--- src/rtl/alu_arb_pkg.sv ---
// Shared types for the ALU arbiter: FSM states, ALU op codes and the op legality check.
// Optional ALU_ARB_RR_EN selects a round-robin tie-break instead of fixed priority.
package alu_arb_pkg;

  typedef enum logic [1:0] {
    ST_IDLE = 2'd0,
    ST_WAIT = 2'd1,
    ST_RESP = 2'd2
  } state_t;

  localparam logic [2:0] OP_FWD = 3'b000;
  localparam logic [2:0] OP_ADD = 3'b001;
  localparam logic [2:0] OP_AND = 3'b010;
  localparam logic [2:0] OP_OR  = 3'b011;

  function automatic logic is_legal_op(input logic [7:0] op);
    logic ok;
    ok = 1'b0;
    case (op)
      8'(OP_FWD),
      8'(OP_ADD),
      8'(OP_AND),
      8'(OP_OR): ok = 1'b1;
      default:   ok = 1'b0;
    endcase
    return ok;
  endfunction

endpackage

--- src/rtl/alu_arb_if.sv ---
// Bus between the two requesters, the arbiter and the combinational ALU.
// slave = arbiter side, master = requesters plus ALU.
interface alu_arb_if #(
  parameter int WIDTH = 8,
  parameter int SEL_W = 3
);
  logic             req0_valid;
  logic [WIDTH-1:0] req0_data1;
  logic [WIDTH-1:0] req0_data2;
  logic [SEL_W-1:0] req0_select;
  logic             req0_grant;
  logic             req1_valid;
  logic [WIDTH-1:0] req1_data1;
  logic [WIDTH-1:0] req1_data2;
  logic [SEL_W-1:0] req1_select;
  logic             req1_grant;
  logic [WIDTH-1:0] alu_data1;
  logic [WIDTH-1:0] alu_data2;
  logic [SEL_W-1:0] alu_select;
  logic [WIDTH-1:0] alu_result;
  logic             alu_zero;
  logic [WIDTH-1:0] rsp_data;
  logic             rsp_zero;
  logic             rsp_err;
  logic             rsp0_valid;
  logic             rsp1_valid;
  logic             busy;

  modport slave (
    input  req0_valid, req0_data1, req0_data2, req0_select,
    input  req1_valid, req1_data1, req1_data2, req1_select,
    input  alu_result, alu_zero,
    output req0_grant, req1_grant,
    output alu_data1, alu_data2, alu_select,
    output rsp_data, rsp_zero, rsp_err,
    output rsp0_valid, rsp1_valid, busy
  );

  modport master (
    output req0_valid, req0_data1, req0_data2, req0_select,
    output req1_valid, req1_data1, req1_data2, req1_select,
    output alu_result, alu_zero,
    input  req0_grant, req1_grant,
    input  alu_data1, alu_data2, alu_select,
    input  rsp_data, rsp_zero, rsp_err,
    input  rsp0_valid, rsp1_valid, busy
  );

endinterface

--- src/rtl/alu_rr_arbiter.sv ---
// Two-way winner select; round-robin pointer when ALU_ARB_RR_EN is defined,
// otherwise requester 0 always wins a tie.
module alu_rr_arbiter (
  input  logic clk,
  input  logic reset,
  input  logic valid0,
  input  logic valid1,
  input  logic accept,
  output logic win1
);

`ifdef ALU_ARB_RR_EN
  logic ptr_q;

  // Pointer moves to whichever requester did not win.
  always_ff @(posedge clk) begin
    if (reset) begin
      ptr_q <= 1'b0;
    end else if (accept) begin
      ptr_q <= ~win1;
    end
  end

  always_comb begin
    win1 = valid1;
    if (valid0 && valid1) begin
      win1 = ptr_q;
    end
  end
`else
  logic unused_ok;
  assign unused_ok = ^{clk, reset, accept};
  assign win1 = valid1 & ~valid0;
`endif

endmodule

--- src/rtl/alu_arbiter.sv ---
// Shares one combinational ALU between two requesters: grant, settle, capture, respond.
// Tie-break is round-robin when ALU_ARB_RR_EN is defined, fixed priority otherwise.
module alu_arbiter
  import alu_arb_pkg::*;
#(
  parameter int WIDTH         = 8,
  parameter int SEL_W         = 3,
  parameter int SETTLE_CYCLES = 2
) (
  input logic      clk,
  input logic      reset,
  alu_arb_if.slave bus
);

  localparam int S_EFF = (SETTLE_CYCLES < 1) ? 1 : SETTLE_CYCLES;
  localparam int CNT_W = (S_EFF > 1) ? $clog2(S_EFF) : 1;
  localparam logic [CNT_W-1:0] CNT_LOAD = CNT_W'(S_EFF - 1);

  state_t           state_q;
  state_t           state_d;
  logic [CNT_W-1:0] cnt_q;
  logic             accept;
  logic             capture;
  logic             win1;
  logic             owner_q;
  logic             legal;
  logic [WIDTH-1:0] d1_q;
  logic [WIDTH-1:0] d2_q;
  logic [SEL_W-1:0] sel_q;
  logic [WIDTH-1:0] rsp_data_q;
  logic             rsp_zero_q;
  logic             rsp_err_q;

  alu_rr_arbiter u_arb (
    .clk    (clk),
    .reset  (reset),
    .valid0 (bus.req0_valid),
    .valid1 (bus.req1_valid),
    .accept (accept),
    .win1   (win1)
  );

  always_ff @(posedge clk) begin
    if (reset) begin
      state_q <= ST_IDLE;
    end else begin
      state_q <= state_d;
    end
  end

  always_comb begin
    state_d = state_q;
    accept  = 1'b0;
    capture = 1'b0;
    unique case (state_q)
      ST_IDLE: begin
        if (!reset && (bus.req0_valid || bus.req1_valid)) begin
          accept  = 1'b1;
          state_d = ST_WAIT;
        end
      end
      ST_WAIT: begin
        if (cnt_q == '0) begin
          capture = 1'b1;
          state_d = ST_RESP;
        end
      end
      ST_RESP: state_d = ST_IDLE;
      default: state_d = ST_IDLE;
    endcase
  end

  always_ff @(posedge clk) begin
    if (reset) begin
      cnt_q <= '0;
    end else if (accept) begin
      cnt_q <= CNT_LOAD;
    end else if (state_q == ST_WAIT && cnt_q != '0) begin
      cnt_q <= cnt_q - CNT_W'(1);
    end
  end

  assign legal = is_legal_op(8'(sel_q));

  always_ff @(posedge clk) begin
    if (reset) begin
      owner_q    <= 1'b0;
      d1_q       <= '0;
      d2_q       <= '0;
      sel_q      <= '0;
      rsp_data_q <= '0;
      rsp_zero_q <= 1'b0;
      rsp_err_q  <= 1'b0;
    end else begin
      if (accept) begin
        owner_q <= win1;
        d1_q    <= win1 ? bus.req1_data1  : bus.req0_data1;
        d2_q    <= win1 ? bus.req1_data2  : bus.req0_data2;
        sel_q   <= win1 ? bus.req1_select : bus.req0_select;
      end
      // Illegal ops still complete but report zeroed data with the error flag.
      if (capture) begin
        rsp_data_q <= legal ? bus.alu_result : '0;
        rsp_zero_q <= legal ? bus.alu_zero : 1'b0;
        rsp_err_q  <= ~legal;
      end
    end
  end

  assign bus.req0_grant = accept & ~win1;
  assign bus.req1_grant = accept & win1;
  assign bus.alu_data1  = d1_q;
  assign bus.alu_data2  = d2_q;
  assign bus.alu_select = sel_q;
  assign bus.rsp_data   = rsp_data_q;
  assign bus.rsp_zero   = rsp_zero_q;
  assign bus.rsp_err    = rsp_err_q;
  assign bus.rsp0_valid = (state_q == ST_RESP) & ~reset & ~owner_q;
  assign bus.rsp1_valid = (state_q == ST_RESP) & ~reset & owner_q;
  assign bus.busy       = (state_q != ST_IDLE) & ~reset;

endmodule

--- src/flat_wrapper.sv ---
// flat-port wrapper written by rule: the top's interface ports become plain ports
module alu_arbiter_flat import alu_arb_pkg::*;
#(
  parameter int WIDTH         = 8,
  parameter int SEL_W         = 3,
  parameter int SETTLE_CYCLES = 2
)
  (clk, reset, bus_req0_valid, bus_req0_data1, bus_req0_data2, bus_req0_select, bus_req1_valid, bus_req1_data1, bus_req1_data2, bus_req1_select, bus_alu_result, bus_alu_zero, bus_req0_grant, bus_req1_grant, bus_alu_data1, bus_alu_data2, bus_alu_select, bus_rsp_data, bus_rsp_zero, bus_rsp_err, bus_rsp0_valid, bus_rsp1_valid, bus_busy);
  alu_arb_if #(.WIDTH(WIDTH), .SEL_W(SEL_W)) bus_i ();
  input logic clk;
  input logic reset;
  input wire logic [$bits(bus_i.req0_valid)-1:0] bus_req0_valid;
  input wire logic [$bits(bus_i.req0_data1)-1:0] bus_req0_data1;
  input wire logic [$bits(bus_i.req0_data2)-1:0] bus_req0_data2;
  input wire logic [$bits(bus_i.req0_select)-1:0] bus_req0_select;
  input wire logic [$bits(bus_i.req1_valid)-1:0] bus_req1_valid;
  input wire logic [$bits(bus_i.req1_data1)-1:0] bus_req1_data1;
  input wire logic [$bits(bus_i.req1_data2)-1:0] bus_req1_data2;
  input wire logic [$bits(bus_i.req1_select)-1:0] bus_req1_select;
  input wire logic [$bits(bus_i.alu_result)-1:0] bus_alu_result;
  input wire logic [$bits(bus_i.alu_zero)-1:0] bus_alu_zero;
  output wire logic [$bits(bus_i.req0_grant)-1:0] bus_req0_grant;
  output wire logic [$bits(bus_i.req1_grant)-1:0] bus_req1_grant;
  output wire logic [$bits(bus_i.alu_data1)-1:0] bus_alu_data1;
  output wire logic [$bits(bus_i.alu_data2)-1:0] bus_alu_data2;
  output wire logic [$bits(bus_i.alu_select)-1:0] bus_alu_select;
  output wire logic [$bits(bus_i.rsp_data)-1:0] bus_rsp_data;
  output wire logic [$bits(bus_i.rsp_zero)-1:0] bus_rsp_zero;
  output wire logic [$bits(bus_i.rsp_err)-1:0] bus_rsp_err;
  output wire logic [$bits(bus_i.rsp0_valid)-1:0] bus_rsp0_valid;
  output wire logic [$bits(bus_i.rsp1_valid)-1:0] bus_rsp1_valid;
  output wire logic [$bits(bus_i.busy)-1:0] bus_busy;
  assign bus_i.req0_valid = bus_req0_valid;
  assign bus_i.req0_data1 = bus_req0_data1;
  assign bus_i.req0_data2 = bus_req0_data2;
  assign bus_i.req0_select = bus_req0_select;
  assign bus_i.req1_valid = bus_req1_valid;
  assign bus_i.req1_data1 = bus_req1_data1;
  assign bus_i.req1_data2 = bus_req1_data2;
  assign bus_i.req1_select = bus_req1_select;
  assign bus_i.alu_result = bus_alu_result;
  assign bus_i.alu_zero = bus_alu_zero;
  assign bus_req0_grant = bus_i.req0_grant;
  assign bus_req1_grant = bus_i.req1_grant;
  assign bus_alu_data1 = bus_i.alu_data1;
  assign bus_alu_data2 = bus_i.alu_data2;
  assign bus_alu_select = bus_i.alu_select;
  assign bus_rsp_data = bus_i.rsp_data;
  assign bus_rsp_zero = bus_i.rsp_zero;
  assign bus_rsp_err = bus_i.rsp_err;
  assign bus_rsp0_valid = bus_i.rsp0_valid;
  assign bus_rsp1_valid = bus_i.rsp1_valid;
  assign bus_busy = bus_i.busy;
  alu_arbiter #(.WIDTH(WIDTH), .SEL_W(SEL_W), .SETTLE_CYCLES(SETTLE_CYCLES)) u_core (.clk(clk), .reset(reset), .bus(bus_i));
endmodule
--- config.mk ---
export PLATFORM = sky130hd
export DESIGN_NAME = alu_arbiter_flat
export DESIGN_NICKNAME = d
export VERILOG_FILES = /design/src/rtl/alu_arb_pkg.sv /design/src/rtl/alu_arb_if.sv /design/src/rtl/alu_rr_arbiter.sv /design/src/rtl/alu_arbiter.sv /design/src/flat_wrapper.sv
export SDC_FILE = /design/constraint.sdc
export NUM_CORES = 1
export LEC_CHECK = 0
export ABC_AREA = 1
export CAP_MARGIN = 0
export CELL_PAD_IN_SITES_DETAIL_PLACEMENT = 0
export CELL_PAD_IN_SITES_GLOBAL_PLACEMENT = 1
export CORE_MARGIN = 1
export CORE_UTILIZATION = 23
export DETAILED_ROUTE_END_ITERATION = 7
export GPL_TIMING_DRIVEN = 0
export PLACE_DENSITY_LB_ADDON = 0.1
export SLEW_MARGIN = 20
export SYNTH_ARGS = -nofsm -noshare
export SYNTH_HDL_FRONTEND = slang
export SYNTH_SLANG_ARGS = --single-unit
--- constraint.sdc ---
create_clock -name clk -period 1.26 [get_ports clk]
set_input_delay 0.378 -clock clk [delete_from_list [all_inputs] [get_ports clk]]
set_output_delay 0.378 -clock clk [all_outputs]
set_load 0.005 [all_outputs]
Run 1, track usage over the die:
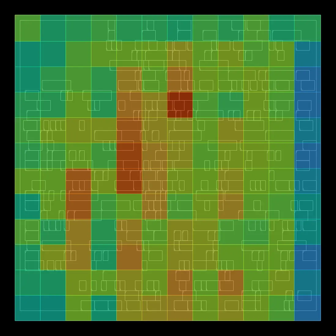
grt met1 use: 18.6%
overall routing resource usage: 14.7%

Run 1, cells by drive strength:
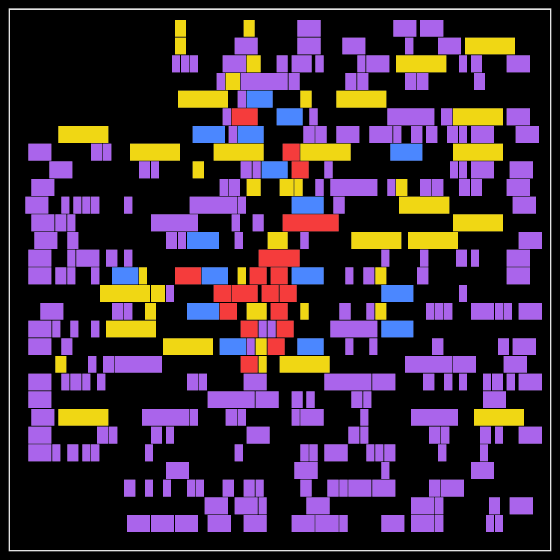
legend:
  red:
    size: x3 and x4
    cells: 18
    share: 5.5%
    most_used: buf_4
  yellow:
    size: x2
    cells: 43
    share: 13%
    most_used: dfxtp_2
  purple:
    size: x1 and smaller
    cells: 248
    share: 76%
    most_used: nand2_1
  blue:
    size: x6 and larger
    cells: 16
    share: 4.9%
post-route setup slack: -0.307 ns
non-clock buffer count: 107
post-synthesis to final-layout area growth: 77.2%

Run 1, met1 routing:
Cells faint in the background.
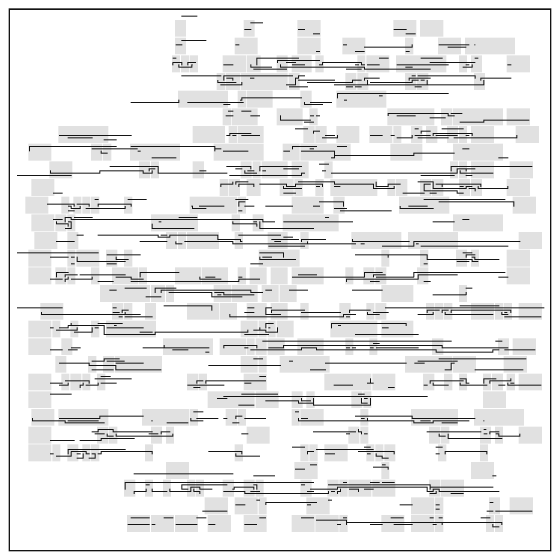
nets with wire on the layer: 319
wire length on this layer: 2330 um
main direction: horizontal
share of all routed wire: 47%
longest straight run: 31.3 um
vias: 1720
total detailed-routing wirelength: 4950 um

run 1: per-stage QoR:
stage / cell area [um2] / power (mW) / utilization (%) / TNS, ns / instances
after floorplan: 1520 / 1.50 / - / 0 / 223
after global placement: 2450 / 1.91 / 38.6 / -18.16 / 384
after detailed placement: 2450 / 1.91 / 38.6 / -18.56 / 384
after CTS: 2650 / 2.86 / 41.7 / -1.41 / 405
after global routing: 2680 / 3.01 / 42.2 / -1.51 / 402
final: 2680 / 2.84 / 42.2 / -1.13 / 402
run 1: cells in the mapped netlist:
cell,count
a21oi_1,21
buf_6,3
nor2_1,5
o21ai_0,7
nand3_2,1
nor2_2,2
nand3_1,29
nand2_1,95
clkinv_1,1
inv_2,3
o21ai_1,4
buf_4,3
clkbuf_1,2
dfxtp_1,33
nand2_2,1
nor2_4,1
inv_1,7
buf_2,5
run 1: layout make-up:
cell class | instances | area, um2 | area share [%]
multi-input combinational | 166 | 756 | 28.2
buffer | 10 | 90.1 | 3.36
tap | 77 | 96.3 | 3.60
clock buffer | 7 | 96.3 | 3.60
inverter | 11 | 41.3 | 1.54
timing repair buffer | 97 | 905 | 33.8
clock inverter | 1 | 5.00 | 0.187
sequential | 33 | 689 | 25.7
run 1: final timing paths:
path,slack (ns),depth (start not counted),startpoint,to
worst max register to register,0.10,7,u_core.state_q[1],u_core.bus.alu_data1[5]
worst min register to register,0.46,2,u_core.bus.alu_data2[0],u_core.bus.alu_data2[0]
worst max-delay path,-0.31,7,u_core.state_q[1],bus_req1_grant
worst min-delay path,0.31,2,reset,u_core.bus.alu_data1[3]
run 1: kinds of logic after synthesis:
kind of cell / share of synthesized area (%)
buffers and inverters: 8.61
AND/OR/NAND/NOR: 37.1
AND-OR/OR-AND: 10.6
flip-flops: 43.7
==> run notes, run 1 <==
### Floorplan
• placeable core area: 6350 um2
• initial standard-cell utilization of the core: 23.8%
• die boundary width: 83.1 um
• Die Y-Extent: 83.1 um
• cell row count: 29

### Critical path
• highest-delay cell along the critical path: dfxtp_2
• critical path fanouts, max: 2
• endpoint kind of the worst setup timing path: primary output
• delay of the slowest critical-path stage: 0.33 ns
• required time at the worst-slack endpoint: 0.88 ns

### Global route
• met2 layer usage reported by global route: 23.7%
• wire length of the first global-routing pass: 7960 um
• Top Usage Layer GRT: met2

### Clock tree
• CTS tree: yes
• clock tree root driver cell: clkbuf_8
• total number of clock tree sinks: 33

### Final timing
• final setup vio count: 5
• final number of hold-violating endpoints: 0
• min cycle time layout: 1.57 ns
• f_max: 638 MHz
• worst slack on hold paths: 0.307 ns
• post-route setup slack: -0.307 ns

### Synthesis
• library cell occupying the most area in the post-synthesis netlist: dfxtp_1
• YS warnings: 0
• cell area after synthesis: 1510 um2
• cell count in the Yosys report: 223
• post-synthesis register bit count: 33

### Job
• max-cap violations: 0
• count of tool warnings: 28

### Finish
• FILL cells: 684
• most common library cell in the layout ignoring fill and taps: nand2_1
• diode count: 0

### Routing
• number of design rule violations left after detail routing: 0
• Initial DRT Pass Iterations: 4
• detail-routed via count per cell: 4.28
• number of nets still failing antenna checks after routing: 0

### Placement
• Post-Place Setup Slack: -1.13 ns

### Power and ir drop
• clock network power consumption: 0.899 mW
• power in combinational cells: 0.745 mW
• net switching power of the design: 0.793 mW
• Peak supply drop: 557 uV
• PD cells: 1060 nW/um2

### Outcome
• violations in the final reports: negative setup slack
• result of the run: finished with violations

==> inputs of run 2 (changes only) <==
CTS_CLUSTER_DIAMETER = 120   (was not set)
Run 2, track usage over the die:
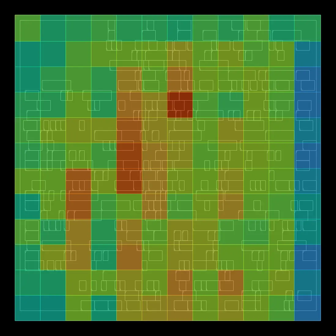
Top Usage Layer GRT: met2
final design utilization: 42.2%
GR met3 Demand/Resource: 4.27%
Wirelength per Cell: 12.3 um
met2 layer usage reported by global route: 23.7%

Run 2, met1 routing:
Cells faint in the background.
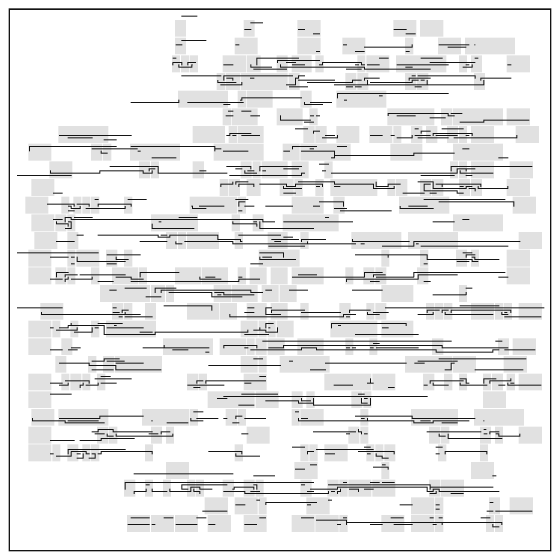
share of all routed wire: 47%
longest straight run: 31.3 um
main direction: horizontal
wire length on this layer: 2330 um
nets with wire on the layer: 319

==> run 2 against run 1 <==
  * The flow still finishes with violations (negative setup slack)
  * Synthesized area unchanged
  * Non-clock buffer count unchanged
  * Register-to-register slack is essentially flat
  * Synthesized cell count unchanged
  * Routed wire length is the same
  * Critical endpoint unchanged
  * Clock skew is the same
  * Via count is the same
==> run notes, run 2 <==
### Job
• count of tool warnings: 28

### Routing
• detail-routed via count per cell: 4.28
• number of nets still failing antenna checks after routing: 0
• vias: 1720
• number of design rule violations left after detail routing: 0
• total detailed-routing wirelength: 4950 um
• Initial DRT Pass Iterations: 4

### Critical path
• end of the worst register-to-register path: u_core.bus.alu_data1[5]
• logic depth of the worst register-to-register path: 7
• delay of the slowest critical-path stage: 0.33 ns
• source of the worst register-to-register timing path: u_core.state_q[1]
• required time at the worst-slack endpoint: 0.88 ns
• endpoint kind of the worst setup timing path: primary output

### Finish
• area taken by flip-flops and latches: 689 um2
• number of signal-net inverters in the final layout: 11
• non-clock buffer count: 107
• fin cells: 402
• diode count: 0
• post-synthesis to final-layout area growth: 77.2%
• sequential share of cell area: 25.7%
• Combinational Area: 756 um2
• most common library cell in the layout ignoring fill and taps: nand2_1
• non-clock buffer contribution to total cell area: 37.1%
• combinational share of cell area: 28.2%
• flip-flops: 33
• Area-dominant class: buffers

### Final timing
• f_max: 638 MHz
• final setup vio count: 5
• final number of hold-violating endpoints: 0
• min cycle time layout: 1.57 ns
• worst slack on hold paths: 0.307 ns
• post-route setup slack: -0.307 ns

### Global route
• overall routing resource usage: 14.7%
• wire length of the first global-routing pass: 7960 um

### Floorplan
• placeable core area: 6350 um2
• cell row count: 29
• tapcells inserted: 77
• initial standard-cell utilization of the core: 23.8%
• die boundary width: 83.1 um
• Die Y-Extent: 83.1 um

### Clock tree
• CTS tree: yes
• clock tree root driver cell: clkbuf_8
• total number of clock tree sinks: 33

### Synthesis
• count of flip-flops with a built-in enable after synthesis: 0
• library cell occupying the most area in the post-synthesis netlist: dfxtp_1
• leading cell type by number of instances after synthesis: nand2_1
• post-synthesis register bit count: 33
• cell area after synthesis: 1510 um2
• YS warnings: 0
• Async S/R FF share, synth: 0%
• main flop type after synthesis: dfxtp_1
• Commonest cells post-synth: nand2_1, dfxtp_1, nand3_1

### Placement
• Inst Count DP: 384
• Post-Place Setup Slack: -1.13 ns

### Min path
• startpoint of the worst hold path: reset
• end point of the most critical hold path: u_core.bus.alu_data1[3]
• number of instances on the worst hold path: 2

### Power and ir drop
• Peak supply drop: 557 uV
• clock network power consumption: 0.899 mW
• power in combinational cells: 0.745 mW

### Outcome
• result of the run: finished with violations
• violations in the final reports: negative setup slack

## run 2: cell counts in the layout (fill, tap and decap cells not counted)
No cell type changed its count.
## run 2: kinds of logic (layout without fill, tap and decap cells)
group                  count (synthesis)  after routing  share of synthesized area (%)
DFF                                   33             33                           43.7
AOI/OAI and AO/OA                     32             32                           10.6
buffers and inverters                 24            126                           8.61
and+or+nand+nor                      134            134                           37.1
## run 2: worst max path at each step
stage                                 start        endpoint  slack [ns]  depth (start not counted)
after global placement                reset  bus_req0_grant       -1.12                          6
after detailed placement              reset  bus_req0_grant       -1.13                          6
after global routing      u_core.state_q[1]  bus_req1_grant       -0.39                          7
final                     u_core.state_q[1]  bus_req1_grant       -0.31                          7
after floorplan           u_core.state_q[1]  bus_req1_grant        0.01                          6
after CTS                 u_core.state_q[0]  bus_req0_grant       -0.37                          6
## run 2: stage by stage
step / instance area, um2 / setup TNS (ns)
final: 2680 / -1.13
after global routing: 2680 / -1.51
after CTS: 2650 / -1.41
after detailed placement: 2450 / -18.56
after global placement: 2450 / -18.16
after floorplan: 1520 / 0
## run 2: per-layer routing
metal / up-vias / share of wire, % / GRT usage (%)
met5: - / 0 / 0
met4: 0 / 1.4 / 5.64
met3: 7 / 5.9 / 4.27
met2: 54 / 46 / 23.7
met1: 749 / 47 / 18.6
li1: 910 / - / -
## run 2: worst max-delay path: cells and delay by family, from the launching register on
| kind | cells | cell delay (ns) |
|---|---|---|
| buffers and inverters | 4 | 0.29 |
| AND/OR/NAND/NOR | 3 | 0.28 |
| flip-flops | 1 | 0.33 |
## run 2: repair_timing
item	4_1_cts	5_1_grt
pin swaps	5	5
gates resized	86	47
setup endpoints to repair	63	49
setup buffers	14	1
==> inputs of run 3 (changes only) <==
CORE_UTILIZATION = 25   (was 23)
CTS_BUF_LIST = sky130_fd_sc_hd__clkbuf_4 sky130_fd_sc_hd__clkbuf_8   (was not set)
GPL_TIMING_DRIVEN = not set   (was 0)
SYNTH_HIERARCHICAL = 1   (was not set)
Run 3, met1 routing:
Cells faint in the background.
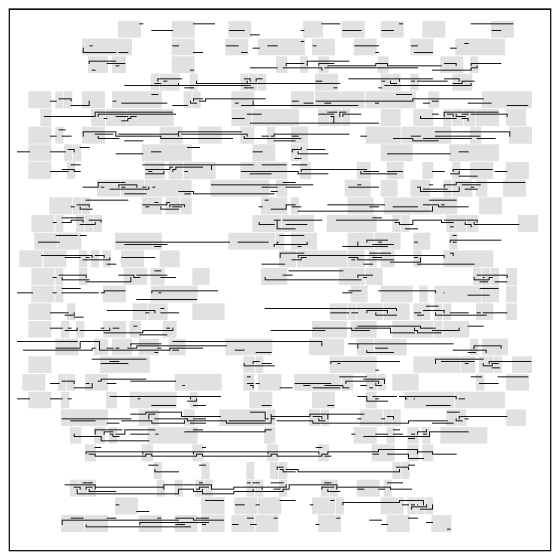
wire length on this layer: 2230 um
share of all routed wire: 45%
main direction: horizontal
nets with wire on the layer: 319
longest straight run: 35.9 um
vias: 1731
total detailed-routing wirelength: 4920 um

Run 3, met2 routing:
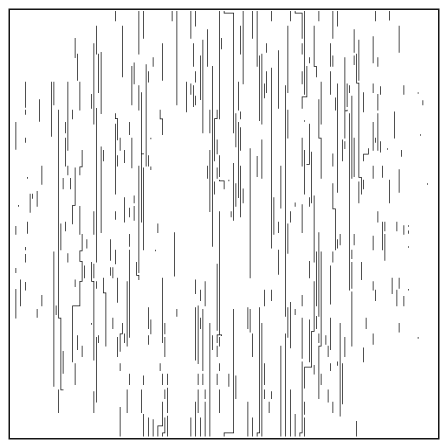
nets with wire on the layer: 293
wire length on this layer: 2270 um
longest straight run: 44.9 um
met2 layer usage reported by global route: 24.1%

==> run 3 against run 2 <==
  * The run still ends with negative setup slack left
  * Synthesized area increased by 9.1%
  * Routed wire length decreased by 0.73%
  * Highest routed layer unchanged
  * Sequential power about the same
  * Final cell count increased by 0.25%
  * Die area increased by 0.36%
==> run notes, run 3 <==
### Clock tree
• clock transition at the registers of the reported paths: 0.06 ns
• clock latency at the later pin of the worst-skew pair: 0.28 ns
• CTS tree: yes
• total number of clock tree sinks: 33
• total clock buffers created by CTS: 5
• Max clock buf depth: 2
• clock tree root driver cell: clkbuf_8

### Critical path
• required time at the worst-slack endpoint: 0.88 ns
• source of the worst register-to-register timing path: u_core/state_q[1]
• highest-delay cell along the critical path: dfxtp_2
• cell type group with the largest total delay on the critical path: buffers and inverters
• critical path cell sequence: buf_6, nor2_4, buf_4, buf_6, nor2_2, buf_2
• CP Data Arrival Time: 1.19 ns
• number of buffer and inverter instances along the worst setup path: 4
• Worst Path Class, Setup: reg -> out
• crit path launch type: flip-flop
• Top cell by count, worst path: buf_6
• endpoint kind of the worst setup timing path: primary output
• crit path launch: u_core/state_q[1]
• critical path fanouts, max: 2
• delay of the slowest critical-path stage: 0.32 ns

### Outcome
• violations in the final reports: negative setup slack
• result of the run: finished with violations

### Power and ir drop
• proportion of power drawn by the clock network: 28.1%
• Net Sw Frac: 29.6%
• Pleak: 1.26 nW
• net switching power of the design: 0.880 mW
• part of the power in combinational logic: 31.5%
• overall power consumption: 2.97 mW
• PD cells: 1030 nW/um2
• sequential group share of total power: 40.3%
• Peak supply drop: 458 uV

### Global route
• wire length of the first global-routing pass: 8190 um
• overall routing resource usage: 14.7%
• number of antenna violations at the first check in global routing: 0
• Congestion Overflow GR: 0

### Final timing
• final number of hold-violating endpoints: 0
• Total Neg Setup Slack: -1.87 ns
• post-route setup slack: -0.305 ns
• total count of max-transition violations in the final report: 0
• clock tree skew after final layout: 0.00360 ns
• Final Cycle Share: 124%
• min cycle time layout: 1.57 ns
• final setup vio count: 25
• f_max: 639 MHz
• RSZ-0062 raised after global routing: true

### Routing
• Detailed Route Iter0 Violations: 66
• detail-routed via count per cell: 4.30
• Initial DRT Pass Iterations: 4
• Wirelength per Cell: 12.2 um
• number of nets still failing antenna checks after routing: 0
• number of design rule violations left after detail routing: 0

### Synthesis
• YS warnings: 6
• post-synthesis area per instance: 7.39 um2
• instance tally after logic synthesis: 223
• Nets at Floorplan: 274
• cell area after synthesis: 1650 um2

### Job
• max-cap violations: 0
• count of tool warnings: 28

### Floorplan
• Die Y-Extent: 83.2 um
• placeable core area: 6350 um2
• DIE AREA: 6920 um2
• die boundary width: 83.2 um
• initial standard-cell utilization of the core: 26.0%
• cell row count: 29

### Finish
• layout cell share with drive strength beyond 1: 34.7%
• post-synthesis to final-layout area growth: 75.0%
• Combinational Area: 945 um2
• area taken by flip-flops and latches: 681 um2
• count of nets after finishing: 377
• diode count: 0
• FILL cells: 656
• most common library cell in the layout ignoring fill and taps: nand2_1
• final design utilization: 45.5%

### Placement
• count of buffers inserted at the top-level ports: 84
• DP HPWL: 3360 um

### Min path
• startpoint of the worst hold path: u_core/bus.alu_select[0]

## run 3: final timing paths
kind                                   end  depth (start not counted)  slack (ns)
setup reg to reg   u_core/bus.alu_data1[3]                          8       -0.03
setup / recovery                  bus_busy                          6       -0.31
hold / removal    u_core/bus.alu_select[0]                          2        0.46
hold reg to reg   u_core/bus.alu_select[0]                          2        0.46
## run 3: metrics by stage
stage          worst slack, ns  cell area (um2)  std cells  hold slack [ns]
6_report                -0.305             2890        403            0.459
5_1_grt                 -0.365             2890        403            0.478
4_1_cts                 -0.353             2740        398            0.464
3_5_place_dp             -1.00             2600        386            0.456
3_3_place_gp            -0.975             2600        386            0.449
2_1_floorplan           0.0135             1650        223            0.456
## run 3: timing repair
| action | in CTS | in global routing |
|---|---|---|
| setup endpoints to repair | 60 | 54 |
| setup buffers | 5 | 4 |
| cloned | 0 | 1 |
| hold buffers | 0 | 0 |
| pin swaps | 7 | 10 |
| resized | 79 | 63 |
## run 3: layer usage
| layer | vias up | part of all wire (%) | track usage [%] |
|---|---|---|---|
| met5 | - | 0 | 0 |
| met4 | 0 | 1.5 | 5.17 |
| met3 | 8 | 6.9 | 4.87 |
| met2 | 47 | 46 | 24.1 |
| met1 | 759 | 45 | 18.0 |
| li1 | 917 | - | - |
## run 3: cell type report
| cell class | count | area share, % |
|---|---|---|
| Clock buffer | 7 | 3.12 |
| Inverter | 11 | 1.43 |
| Multi-Input combinational cell | 167 | 32.7 |
| Sequential cell | 33 | 23.6 |
| Tap cell | 77 | 3.34 |
| Timing Repair Buffer | 108 | 35.8 |
## run 3: power groups by stage
stage                     Sequential [mW]  Clock [mW]  Combinational, mW
after global placement               1.21           0              0.847
after floorplan                      1.21           0              0.407
final                                1.20       0.836              0.937
after global routing                 1.21       0.922               1.03
after detailed placement             1.21           0              0.845
after CTS                            1.19       0.869              0.848
No activity file was given, so power comes from the tool's default toggle rates.
